==> src/rtl/uart_pkg.sv <==
// Shared UART definitions: frame state encoding, line levels and frame lengths.
// Used by both the transmitter and the receiver.
package uart_pkg;

   typedef enum logic [2:0] {
      IDLE,
      START,
      DATA,
      PARITY,
      STOP
   } uart_state_t;

   localparam logic START_BIT         = 1'b0;
   localparam logic STOP_BIT          = 1'b1;
   localparam int   DATA_BITS         = 8;
   localparam int   FRAME_BITS_BASE   = 10;
   localparam int   FRAME_BITS_PARITY = 11;

   function automatic logic even_parity(input logic [7:0] d);
      return ^d;
   endfunction

endpackage

==> src/rtl/uart_baud_gen.sv <==
// Bit-period tick generator: one tick every CLK_FREQ/BAUD clocks while en is high.
// The count is held at zero while en is low, so each enable starts a fresh period.
module uart_baud_gen #(
   parameter int CLK_FREQ = 100_000_000,
   parameter int BAUD     = 1_000_000
) (
   input  logic clk,
   input  logic rst,
   input  logic en,
   output logic tick
);

   localparam int DIV = (CLK_FREQ / BAUD < 1) ? 1 : CLK_FREQ / BAUD;
   localparam int CW  = (DIV > 1) ? $clog2(DIV) : 1;
   localparam logic [CW-1:0] LAST = CW'(DIV - 1);

   logic [CW-1:0] cnt;

   always_ff @(posedge clk or negedge rst) begin
      if (!rst) begin
         cnt <= '0;
      end else if (!en || cnt == LAST) begin
         cnt <= '0;
      end else begin
         cnt <= cnt + 1'b1;
      end
   end

   assign tick = en && (cnt == LAST);

endmodule

==> src/rtl/uart_tx_buf.sv <==
// Buffered UART transmitter: DEPTH-byte FIFO feeding an 8N1 serializer.
// Define UART_TX_PARITY_EN to append an even-parity bit after data bit 7.
module uart_tx_buf
   import uart_pkg::*;
#(
   parameter int CLK_FREQ = 100_000_000,
   parameter int BAUD     = 1_000_000,
   parameter int DEPTH    = 8
) (
   input  logic                     clk,
   input  logic                     rst,
   input  logic [7:0]               wr_data,
   input  logic                     wr_en,
   output logic                     full,
   output logic [$clog2(DEPTH):0]   level,
   output logic                     ovf,
   output logic                     busy,
   output logic                     tx
);

   localparam int AW = $clog2(DEPTH);

   logic [7:0]    mem [DEPTH];
   logic [AW-1:0] wr_ptr;
   logic [AW-1:0] rd_ptr;
   logic [AW:0]   count;
   logic          push;
   logic          pop;
   logic          fifo_ne;
   logic          tick;
   logic          line_bit;
   logic [7:0]    shift;
   logic [2:0]    bit_cnt;
   uart_state_t   state;
`ifdef UART_TX_PARITY_EN
   logic          par;
`endif

   // Full comes from the registered count, so a same-cycle pop never frees a slot.
   assign fifo_ne = (count != '0);
   assign full    = (count == (AW + 1)'(DEPTH));
   assign push    = wr_en && !full;
   assign pop     = fifo_ne && ((state == IDLE) || (state == STOP && tick));
   assign level   = count;

   uart_baud_gen #(
      .CLK_FREQ (CLK_FREQ),
      .BAUD     (BAUD)
   ) u_baud (
      .clk  (clk),
      .rst  (rst),
      .en   (state != IDLE),
      .tick (tick)
   );

   always_ff @(posedge clk) begin
      if (push) begin
         mem[wr_ptr] <= wr_data;
      end
   end

   always_ff @(posedge clk or negedge rst) begin
      if (!rst) begin
         wr_ptr <= '0;
         rd_ptr <= '0;
         count  <= '0;
         ovf    <= 1'b0;
      end else begin
         if (push) begin
            wr_ptr <= wr_ptr + 1'b1;
         end
         if (pop) begin
            rd_ptr <= rd_ptr + 1'b1;
         end
         case ({push, pop})
            2'b10:   count <= count + 1'b1;
            2'b01:   count <= count - 1'b1;
            default: count <= count;
         endcase
         ovf <= wr_en && full;
      end
   end

   always_ff @(posedge clk) begin
      if (pop) begin
         shift <= mem[rd_ptr];
`ifdef UART_TX_PARITY_EN
         par   <= even_parity(mem[rd_ptr]);
`endif
      end else if (state == DATA && tick) begin
         shift <= shift >> 1;
      end
   end

   always_comb begin
      line_bit = STOP_BIT;
      case (state)
         START:   line_bit = START_BIT;
         DATA:    line_bit = shift[0];
`ifdef UART_TX_PARITY_EN
         PARITY:  line_bit = par;
`endif
         default: line_bit = STOP_BIT;
      endcase
   end

   // tx and busy follow the state by one register stage, giving the two-cycle write-to-line latency.
   always_ff @(posedge clk or negedge rst) begin
      if (!rst) begin
         state   <= IDLE;
         bit_cnt <= '0;
         tx      <= STOP_BIT;
         busy    <= 1'b0;
      end else begin
         tx   <= line_bit;
         busy <= (state != IDLE) || fifo_ne;
         case (state)
            IDLE: begin
               if (fifo_ne) begin
                  state <= START;
               end
            end
            START: begin
               if (tick) begin
                  state   <= DATA;
                  bit_cnt <= '0;
               end
            end
            DATA: begin
               if (tick) begin
                  bit_cnt <= bit_cnt + 3'd1;
                  if (bit_cnt == 3'd7) begin
`ifdef UART_TX_PARITY_EN
                     state <= PARITY;
`else
                     state <= STOP;
`endif
                  end
               end
            end
            PARITY: begin
               if (tick) begin
                  state <= STOP;
               end
            end
            STOP: begin
               if (tick) begin
                  state <= fifo_ne ? START : IDLE;
               end
            end
            default: state <= IDLE;
         endcase
      end
   end

endmodule
==> config.mk <==
export PLATFORM = sky130hd
export DESIGN_NAME = uart_tx_buf
export DESIGN_NICKNAME = d
export VERILOG_FILES = /design/src/rtl/uart_pkg.sv /design/src/rtl/uart_baud_gen.sv /design/src/rtl/uart_tx_buf.sv
export SDC_FILE = /design/constraint.sdc
export NUM_CORES = 1
export LEC_CHECK = 0
export CORE_UTILIZATION = 56
export CTS_BUF_LIST = sky130_fd_sc_hd__clkbuf_4 sky130_fd_sc_hd__clkbuf_8
export CTS_CLUSTER_DIAMETER = 60
export DETAILED_ROUTE_END_ITERATION = 16
export GPL_ROUTABILITY_DRIVEN = 0
export HOLD_SLACK_MARGIN = 0.03
export PLACE_DENSITY_LB_ADDON = 0.05
export RECOVER_POWER = 25
export SETUP_SLACK_MARGIN = 0.1
export SYNTH_ARGS = -nofsm -noshare
export SYNTH_HDL_FRONTEND = slang
export SYNTH_SLANG_ARGS = --single-unit
export TNS_END_PERCENT = 10
==> constraint.sdc <==
create_clock -name clk -period 2.65 [get_ports clk]
set_input_delay 0.53 -clock clk [delete_from_list [all_inputs] [get_ports clk]]
set_output_delay 0.53 -clock clk [all_outputs]
set_load 0.05 [all_outputs]
==> impl_summary.log, run 1 <==
[flow] collecting metrics
[metrics] run status: finished, final reports clean
[metrics] RSZ-0062 raised after global routing: true
[metrics] most frequent cell after synthesis: sky130_fd_sc_hd__edfxtp_1
[metrics] root buf cell: sky130_fd_sc_hd__clkbuf_8
[metrics] port bufs: 18
[metrics] Routed WL per cell: 17.54 um
[metrics] clk slew on worst S/H paths: 90 ps
[metrics] proportion of netlist area held by the largest area contributor: 52.51%
[metrics] Post-Place Worst Slack: 68.93 ps
[metrics] max cap viols: 0
[metrics] number of max-slew violations in the final report: 0
[metrics] worst min-delay path class: register to register
[metrics] multiplexer share of the synthesized area: 14.19%
[metrics] Mapped Avg Cell Area: 16.74 sq um
[metrics] final setup TNS: 0 ps
[metrics] number of fill cells: 469
[metrics] detailed-routing iteration count for the pre-antenna-repair pass: 4
[metrics] startpoint class of the critical path: register
[metrics] gr usage total: 20.22%
[metrics] cts-stage hold buffer count: 0
[metrics] final worst-path cycle share: 91.57%
[metrics] Core Footprint: 6944 sq um
[metrics] Iteration-0 DRC Markers: 142
[metrics] global route total overflow: 0
[metrics] number of top-level pins: 19
[metrics] number of standard-cell rows in the floorplan: 30
[metrics] Final Critical Period: 2427 ps
[metrics] crit path setup slack, layout: 223.4 ps
[metrics] antenna violations before repair: 0
[metrics] chip area: 7700 sq um
[metrics] Leak: 1.764 nW
[metrics] synthesis-to-layout area growth: 15.95%
[metrics] CTS tree: done
[metrics] cell area after technology mapping: 4118 sq um
[metrics] Post-Route Utilization: 68.76%
[metrics] worst path arrival time: 2670 ps
[metrics] fraction of layout cells with a size suffix above 1: 26.90%
[metrics] #FFs+latches synth: 98
[metrics] Top area cell types: sky130_fd_sc_hd__edfxtp_1 (53%), sky130_fd_sc_hd__dfrtp_1 (15%), sky130_fd_sc_hd__mux4_2 (8.8%)
[metrics] area of the multi-input gates: 1280 sq um
[metrics] Post-synth top cells: sky130_fd_sc_hd__edfxtp_1 (72), sky130_fd_sc_hd__dfrtp_1 (25), sky130_fd_sc_hd__nor2_1 (17), sky130_fd_sc_hd__mux4_2 (16), sky130_fd_sc_hd__nand2_1 (13)
[metrics] Compound-Gate Fraction of Synth Area: 3.373%
[metrics] total cell area reported by yosys after synthesis: 4118 sq um
[metrics] final hold vios: 0
[metrics] power density relative to cell area: 969.9 nW/um^2
[metrics] Async S/R FF share, synth: 26.53%
[metrics] top fanout value on the critical path: 5
[metrics] antenna cell count: 0
[metrics] crit end category: register
[metrics] flip-flops with a built-in enable: 72
[metrics] xor/xnor cell area share of the yosys netlist: 2.978%
[metrics] area taken by flip-flops and latches: 2814 sq um
[metrics] worst ir drop on vdd: 0.6117 mV
[metrics] global-route wire length before repair: 10.90 mm
[metrics] Dominant flop cell: sky130_fd_sc_hd__edfxtp_1
[metrics] YS warnings: 0
[metrics] number of warnings in the stage logs: 29
[metrics] maximum number of pins on one net before global-route repair: 27
-- run 1: worst paths after layout --
kind | start | depth (start not counted) | slack [ps] | end
setup / recovery | u_baud.cnt[0] | 10 | 220 | level[3]
hold / removal | u_baud.cnt[0] | 1 | 460 | u_baud.cnt[0]
setup reg to reg | u_baud.cnt[0] | 10 | 220 | level[3]
hold reg to reg | u_baud.cnt[0] | 1 | 460 | u_baud.cnt[0]
max in group asynchronous | rst | 2 | 760 | rd_ptr[1]
min in group asynchronous | rst | 2 | 1040 | level[1]
-- run 1: power by group --
group / internal [W] / switching (W) / total [W]
Sequential: 0.00195 / 0.000289 / 0.00224
Clock: 0.000540 / 0.000508 / 0.00105
Combinational: 0.000714 / 0.000634 / 0.00135
Total: 0.00320 / 0.00143 / 0.00463
-- run 1: layout make-up --
| cell class | instances | area share (%) |
|---|---|---|
| clock buffers | 9 | 2.594 |
| clock inverters | 7 | 2.096 |
| inverters | 3 | 0.2358 |
| multi-input cells | 135 | 26.81 |
| flip-flops and latches | 98 | 58.94 |
| well taps | 96 | 2.516 |
| repair buffers | 38 | 6.813 |
-- run 1: through the flow --
stage               power, W  cells  hold WS (ps)
floorplan           0.003201    246         234.4
global placement    0.003601    370         441.0
detailed placement  0.003630    370         449.5
CTS                 0.004673    386         460.9
global route        0.004895    386         471.4
finish              0.004631    386         455.7
-- run 1: state kept, by name (all words and copies together), names as in the netlist --
signal and flops:
mem 64, u_baud.cnt 7, wr_ptr 3, tx 1
ovf 1, busy 1, rd_ptr 3, level 4
bit_cnt 3, shift 8, state 3
-- run 1: per-layer routing --
layer | vias up | wire length (um) | GRT usage (%)
met5 | - | 0 | 0
met4 | 0 | 65 | 5.365
met3 | 4 | 290 | 6.315
met2 | 39 | 3197 | 30.80
met1 | 1053 | 3218 | 28.60
li1 | 1018 | - | -
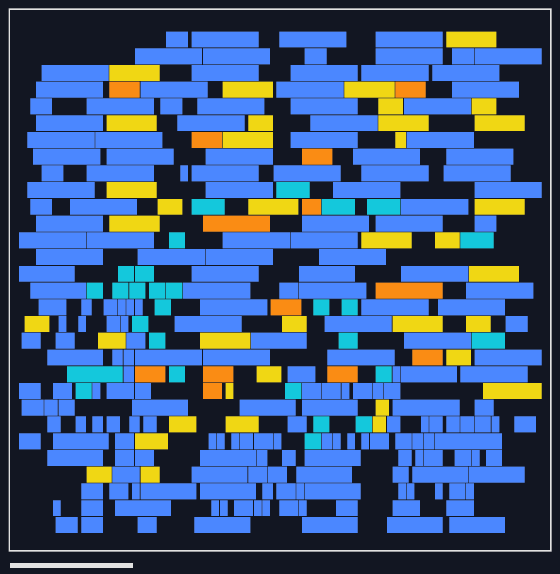
Figure 1: run 1, cell sizes after repair.
The bar under the picture is 20 um long.
Key: x6 and larger = orange [cells 13, share 4.5%]; x1 and smaller = blue [cells 212, share 73%]; x3 and x4 = cyan [cells 28, share 9.7%]; x2 = yellow [cells 37, share 13%]

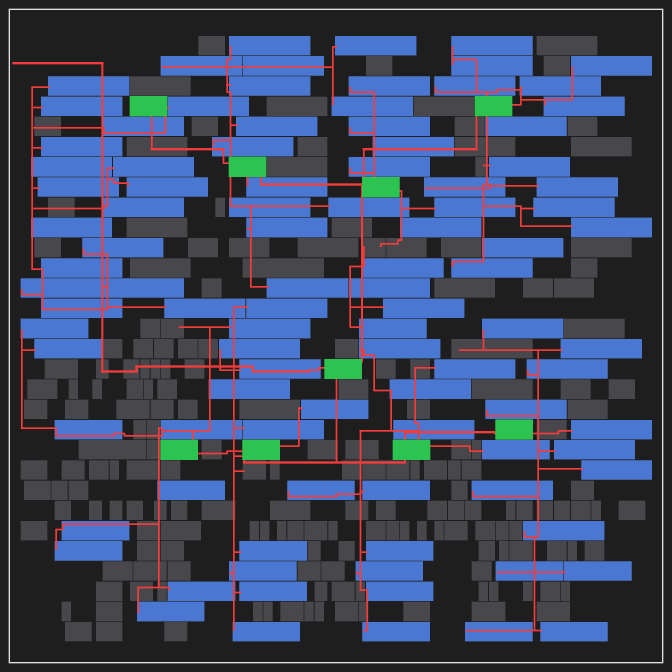
Figure 2: run 1, clock distribution.
Key: flip-flops = blue [count 98]; clock-net drivers = green [count 9]; clock wires = red [length 994 um]
Position of the flops: all over the die.

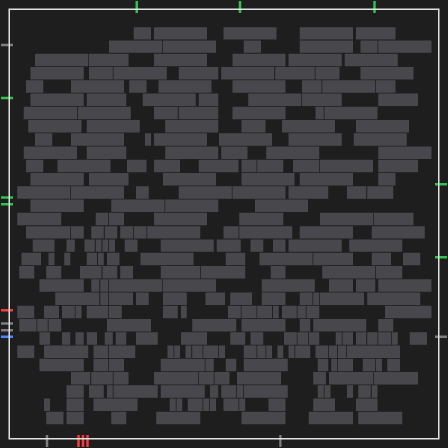
Figure 3: run 1, I/O pins on the die edge.
Pins as bars across the die edge, other pins in gray.
Key: `wr_data` = green [pins 8, direction input, edge 3 left, 3 top, 2 right]; `level` = red [pins 4, direction output, edge 3 bottom, 1 left]; `ovf` = blue [pins 1, direction output, edge left]
All pins by edge: 8 left, 5 bottom, 3 right, 3 top.

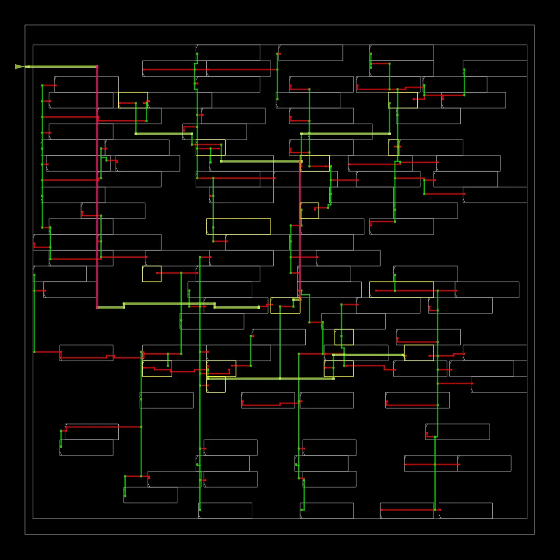
Figure 4: run 1, clock nets.
clock sinks: 98
clk_buf instances: 9
seq_cells: 98
maximum clock skew at final layout: 10.03 ps
clock buffer count from CTS: 9

Figure 5. Placed cells, one color a class (run 1).
The bar under the picture is 20 um long.
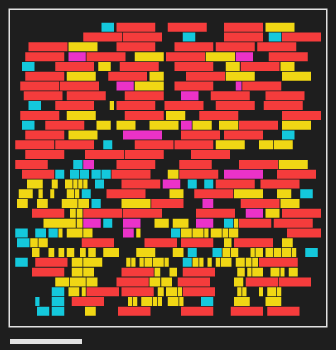

--- run 2 (diff from run 1) ---
Settings changed: ABC_CLOCK_PERIOD_IN_PS set to 2650, CORE_UTILIZATION 56 to 50.
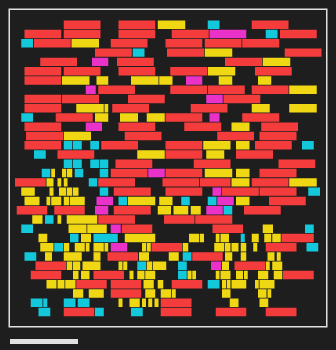
Figure 6: run 2, placed cells, one color a class.
The bar under the picture is 20 um long.
Key: remaining logic cells = yellow [cells 138]; clock drivers and dummy loads = magenta [cells 16]; registers = red [cells 98]; remaining buffers and delay cells = cyan [cells 45]

==> run 2 against run 1 <==
Effect of this change: area after synthesis stayed put; clock skew is essentially flat; global-route usage fell by 2.4 points; critical path depth increased by 2; hold slack improved by 55 ps; via count increased by 1.1%; non-clock buffer count grew 7; largest cell class unchanged; highest routed layer unchanged.
==> impl_summary.log, run 2 <==
[flow] collecting metrics
[metrics] clk slew on worst S/H paths: 90 ps
[metrics] worst hold-check slack: 510.2 ps
[metrics] switching power as a share of total power: 32.00%
[metrics] antenna violations before repair: 0
[metrics] antenna cell count: 0
[metrics] layout buffering overhead excluding clock cells: 7.940%
[metrics] clk_buf instances: 9
[metrics] #MultiIn Comb: 135
[metrics] combinational fraction of the cell area: 26.94%
[metrics] area taken by flip-flops and latches: 2814 sq um
[metrics] power density relative to cell area: 957.0 nW/um^2
[metrics] clock sinks: 98
[metrics] flip-flops with a built-in enable: 72
[metrics] root buf cell: sky130_fd_sc_hd__clkbuf_8
[metrics] startpoint class of the critical path: register
[metrics] chip area: 8603 sq um
[metrics] cell area after technology mapping: 4118 sq um
[metrics] detailed-routing iteration count for the pre-antenna-repair pass: 4
[metrics] total cell area reported by yosys after synthesis: 4118 sq um
[metrics] number of top-level pins: 19
[metrics] register with the most flip-flops: mem
[metrics] Dominant flop cell: sky130_fd_sc_hd__edfxtp_1
[metrics] nonclk buf count: 45
[metrics] portion of total power attributed to sequential cells: 47.0%
[metrics] Mapped Avg Cell Area: 16.74 sq um
[metrics] seq_cells: 98
[metrics] synthesis-to-layout area growth: 17.87%
[metrics] fraction of layout cells with a size suffix above 1: 29.97%
[metrics] combinational group share of total power: 31.6%
[metrics] clock buffer count from CTS: 9
[metrics] Internal Pwr Total: 0.003159 W
[metrics] #FFs+latches synth: 98
[metrics] cell depth of the worst flop-to-flop path: 12
[metrics] run status: finished, final reports clean
[metrics] max cap viols: 0
[metrics] heaviest power group: registers
[metrics] final worst-path cycle share: 92.46%
[metrics] Hold Crit Depth: 1
[metrics] maximum number of pins on one net before global-route repair: 27
[metrics] cts-stage hold buffer count: 0
[metrics] final standard cell count with taps included and fillers excluded: 399
[metrics] Final Critical Period: 2450 ps
[metrics] final setup TNS: 0 ps
[metrics] number of warnings in the stage logs: 29
[metrics] area of the multi-input gates: 1308 sq um
[metrics] cell kind with the greatest summed area: registers
[metrics] seq pwr: 0.00218 W
[metrics] Top area cell types: sky130_fd_sc_hd__edfxtp_1 (53%), sky130_fd_sc_hd__dfrtp_1 (15%), sky130_fd_sc_hd__mux4_2 (8.8%)
[metrics] RSZ-0062 raised after global routing: true
[metrics] gr usage total: 17.86%
[metrics] number of max-slew violations in the final report: 0
[metrics] top fanout value on the critical path: 3
[metrics] global-route wire length before repair: 11.08 mm
[metrics] Leak: 1.786 nW
[metrics] clock group total power: 0.000991 W
[metrics] worst path arrival time: 2730 ps
[metrics] worst reg2reg setup slack: 200 ps
[metrics] CTS tree: done
[metrics] Net Sw Power: 0.001486 W
[metrics] proportion of netlist area held by the largest area contributor: 52.51%
[metrics] worst reg2reg startpoint: u_baud.cnt[0]
[metrics] Core Footprint: 7848 sq um
[metrics] worst min-delay path class: register to register
[metrics] non-clock inverter instance count of the final layout: 3
[metrics] number of fill cells: 624
[metrics] number of standard-cell rows in the floorplan: 32
[metrics] endpoint of the lowest-slack register-to-register path: level[2]
[metrics] Largest register FFs: 64
[metrics] Tapcell Cnt: 102
[metrics] biggest registers after layout: mem x64, shift x8, u_baud.cnt x7
[metrics] final hold vios: 0
[metrics] Post-Route Utilization: 61.85%
[metrics] most frequent cell after synthesis: sky130_fd_sc_hd__edfxtp_1
[metrics] global route total overflow: 0
[metrics] flop share of the area: 57.98%
[metrics] total power of the final layout: 0.004645 W
[metrics] YS warnings: 0
[metrics] Async S/R FF share, synth: 26.53%
[metrics] worst hold start: u_baud.cnt[0]
[metrics] crit path setup slack, layout: 199.8 ps
[metrics] clock-cell share of area: 4.279%
[metrics] Clk pwr share: 21.3%
-- run 2: cell count changes in the layout (fill, tap and decap cells not counted), sizes merged --
cell,previous run,this run
inv,5,6
buf,19,26
dlygate4sd2,1,0
bufinv,2,1
clkinv,3,2
clkinvlp,0,1
clkbuf,10,11
-- run 2: worst max path at each step --
stage,startpoint,to
3_5_place_dp,wr_en,level[3]
2_1_floorplan,u_baud.cnt[0],level[2]
5_1_grt,u_baud.cnt[0],level[2]
3_3_place_gp,wr_en,level[3]
4_1_cts,u_baud.cnt[0],level[3]
6_report,u_baud.cnt[0],level[2]
-- run 2: per-layer routing --
layer | GRT usage (%) | up-vias | share of wire [%] | wire [um]
li1 | - | 1026 | - | -
met3 | 2.709 | 10 | 2.6 | 182
met2 | 26.05 | 28 | 46 | 3187
met1 | 26.68 | 1074 | 50 | 3505
met4 | 8.077 | 0 | 1.5 | 104
met5 | 0 | - | 0 | 0
-- run 2: critical path, delay by kind of cell (launching register included) --
family                     cells  cell delay (ps)
buffers and inverters          1              100
AOI/OAI and AO/OA              2              390
xor gates and xnor gates       3              450
adders and majority gates      3              490
and+or+nand+nor                3              560
DFF                            1              410
-- run 2: what timing repair did --
| item | in CTS | in global routing |
|---|---|---|
| gates resized | 0 | 9 |
| endpoints found under the setup margin | 0 | 2 |
| buffers inserted | 0 | 3 |
-- run 2: cells by family after synthesis --
kind of cell / after synthesis / synth area share (%)
flip-flops: 98 / 68.34
AND/OR/NAND/NOR: 60 / 7.202
multiplexers: 34 / 14.19
AND-OR/OR-AND: 19 / 3.373
XOR/XNOR: 14 / 2.978
buffers and inverters: 13 / 1.489
adder cells (fa/ha/maj): 8 / 2.431
Figure 7. I/O pins on the die edge (run 2).
Pins as bars across the die edge, other pins in gray.
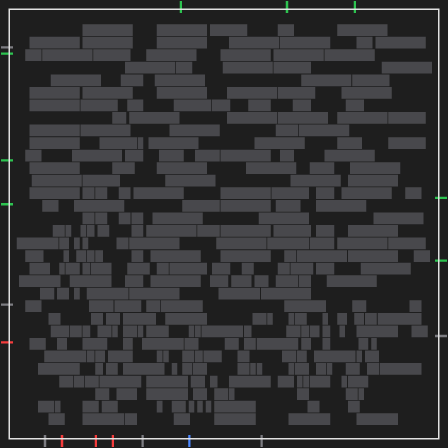

--- run 3 (diff from run 2) ---
Settings changed: PLACE_DENSITY set to 0.82, PLACE_DENSITY_LB_ADDON 0.05 to unset, RECOVER_POWER 25 to 100.
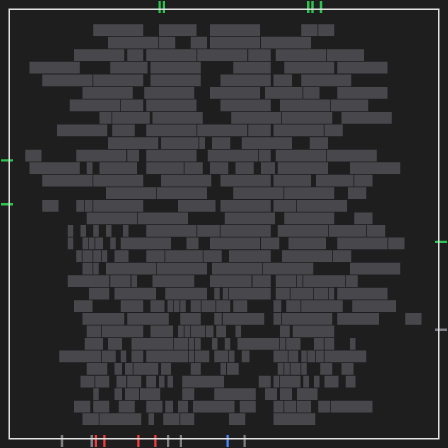
Figure 8: run 3, I/O pins on the die edge.
Pins as bars across the die edge, other pins in gray.
Key: `ovf` = blue [pins 1, direction output, edge bottom]; `wr_data` = green [pins 8, direction input, edge 5 top, 2 left, 1 right]; `level` = red [pins 4, direction output, edge bottom]
All pins by edge: 10 bottom, 5 top, 2 right, 2 left.

==> run 3 against run 2 <==
Effect of this change: total power is 4.0% lower; maximum frequency increased by 1.5%; non-clock buffer count decreased by 10; sequential power increased by 2%; sequential cell count is the same; clock-buffer cell count grew 1; critical path type unchanged; largest cell class unchanged.
==> impl_summary.log, run 3 <==
[flow] collecting metrics
[metrics] combinational group share of total power: 28.4%
[metrics] run status: finished, final reports clean
[metrics] clock sinks: 98
[metrics] antenna cell count: 0
[metrics] Leak: 1.657 nW
[metrics] top library cells by usage in the layout, fill and taps aside: sky130_fd_sc_hd__edfxtp_1 (72), sky130_fd_sc_hd__dfrtp_1 (25), sky130_fd_sc_hd__nor2_1 (17), sky130_fd_sc_hd__mux4_2 (16), sky130_fd_sc_hd__dlygate4sd3_1 (16)
[metrics] Routed WL per cell: 17.28 um
[metrics] clock buffer count from CTS: 9
[metrics] global-route wire length before repair: 11.03 mm
[metrics] total cell area reported by yosys after synthesis: 4118 sq um
[metrics] Core Footprint: 7848 sq um
[metrics] most frequent cell after synthesis: sky130_fd_sc_hd__edfxtp_1
[metrics] chip area: 8603 sq um
[metrics] root buf cell: sky130_fd_sc_hd__clkbuf_8
[metrics] worst ir drop on vdd: 0.4751 mV
[metrics] flip-flops with a built-in enable: 72
[metrics] Largest register FFs: 64
[metrics] global route total overflow: 0
[metrics] power density relative to cell area: 957.6 nW/um^2
[metrics] WP depth: 12
[metrics] cell area after technology mapping: 4118 sq um
[metrics] Internal Pwr Total: 0.003045 W
[metrics] CTS tree: done
[metrics] worst hold start: bit_cnt[1]
[metrics] heaviest power group: registers
[metrics] RSZ-0062 raised after global routing: false
[metrics] Clk pwr share: 21.6%
[metrics] antenna violations before repair: 0
[metrics] top fanout value on the critical path: 5
[metrics] Buf+Inv Stages, Crit Path: 1
[metrics] biggest registers after layout: mem x64, shift x8, u_baud.cnt x7
[metrics] number of top-level pins: 19
[metrics] Post-synth top cells: sky130_fd_sc_hd__edfxtp_1 (72), sky130_fd_sc_hd__dfrtp_1 (25), sky130_fd_sc_hd__nor2_1 (17), sky130_fd_sc_hd__mux4_2 (16), sky130_fd_sc_hd__nand2_1 (13)
[metrics] final setup TNS: 0 ps
[metrics] number of standard-cell rows in the floorplan: 32
[metrics] synthesis-to-layout area growth: 13.13%
[metrics] Top area cell types: sky130_fd_sc_hd__edfxtp_1 (53%), sky130_fd_sc_hd__dfrtp_1 (15%), sky130_fd_sc_hd__mux4_2 (8.8%)
[metrics] Async S/R FF share, synth: 26.53%
[metrics] crit end category: register
[metrics] leading cell type in the layout, fill and taps excluded: sky130_fd_sc_hd__edfxtp_1
[metrics] seq pwr: 0.00223 W
[metrics] family with the most delay on the worst path: adder cells
[metrics] proportion of netlist area held by the largest area contributor: 52.51%
[metrics] startpoint class of the critical path: register
[metrics] Skew-Pair Late Insertion Delay: 350 ps
[metrics] cell depth of the worst flop-to-flop path: 12
[metrics] maximum number of pins on one net before global-route repair: 27
[metrics] Net Sw Power: 0.001416 W
[metrics] final worst-path cycle share: 91.10%
[metrics] Power Combinational: 0.00127 W
[metrics] final hold vios: 0
[metrics] YS warnings: 0
[metrics] clk slew on worst S/H paths: 100 ps
[metrics] Final Critical Period: 2414 ps
[metrics] #FFs+latches synth: 98
[metrics] port bufs: 18
[metrics] detailed-routing iteration count for the pre-antenna-repair pass: 4
[metrics] maximum clock skew at final layout: 11.32 ps
[metrics] Dominant flop cell: sky130_fd_sc_hd__edfxtp_1
[metrics] number of warnings in the stage logs: 28
[metrics] clock group total power: 0.000963 W
[metrics] number of max-slew violations in the final report: 0
[metrics] worst reg2reg startpoint: u_baud.cnt[0]
[metrics] max cap viols: 0
[metrics] fraction of layout cells with a size suffix above 1: 18.82%
[metrics] source of the critical timing path: u_baud.cnt[0]
[metrics] worst hold-check slack: 522.4 ps
[metrics] worst path arrival time: 2650 ps
[metrics] portion of total power attributed to sequential cells: 50.0%
[metrics] worst min-delay path class: register to register
[metrics] register with the most flip-flops: mem
[metrics] Hold Crit Depth: 1
## run 3: cell counts after synthesis
Identical to the previous run, type by type.
## run 3: layer usage
layer | GRT usage, % | routed length (um) | vias up
li1 | - | - | 1007
met1 | 23.81 | 3034 | 1120
met2 | 27.22 | 3264 | 44
met3 | 3.777 | 282 | 11
met4 | 7.051 | 139 | 0
met5 | 0 | 0 | -
## run 3: worst paths after layout
kind / endpoint / slack (ps)
max: level[2] / 240
min: bit_cnt[1] / 520
max reg2reg: level[2] / 240
min reg2reg: bit_cnt[1] / 520
max in group asynchronous: u_baud.cnt[6] / 810
min in group asynchronous: u_baud.cnt[5] / 1020
## run 3: metrics by stage
step           worst slack [ps]  instances  instance area (sq um)  power (W)  utilization [%]
2_1_floorplan             13.19        246                   4145   0.003201                -
3_3_place_gp              190.1        372                   4523   0.003556            57.64
3_5_place_dp              124.3        372                   4523   0.003608            57.64
4_1_cts                   175.0        388                   4727   0.004564            60.24
5_1_grt                   72.65        389                   4658   0.004696            59.36
6_report                  235.9        389                   4658   0.004461            59.36
## run 3: cell type report
type / instances / area [sq um]
clock buffer: 10 / 131.4
tap: 102 / 127.6
fill: 615 / 3189
multi-input combinational: 135 / 1245
timing repair buffer: 35 / 255.2
sequential: 98 / 2814
clock inverter: 6 / 73.82
inverter: 3 / 11.26
## run 3: cell families after synthesis
family                     synth area share, %
muxes                                    14.19
xor gates and xnor gates                 2.978
AOI/OAI and AO/OA                        3.373
buffers and inverters                    1.489
and+or+nand+nor                          7.202
DFF                                      68.34
adders and majority gates                2.431
## run 3: timing repair
item | in CTS | in global routing
setup buffers | 0 | 1
hold buffers | 0 | 0
endpoints found under the setup margin | 1 | 2
pin swaps | 0 | 0
resized | 1 | 4
No activity file was given, so power comes from the tool's default toggle rates.
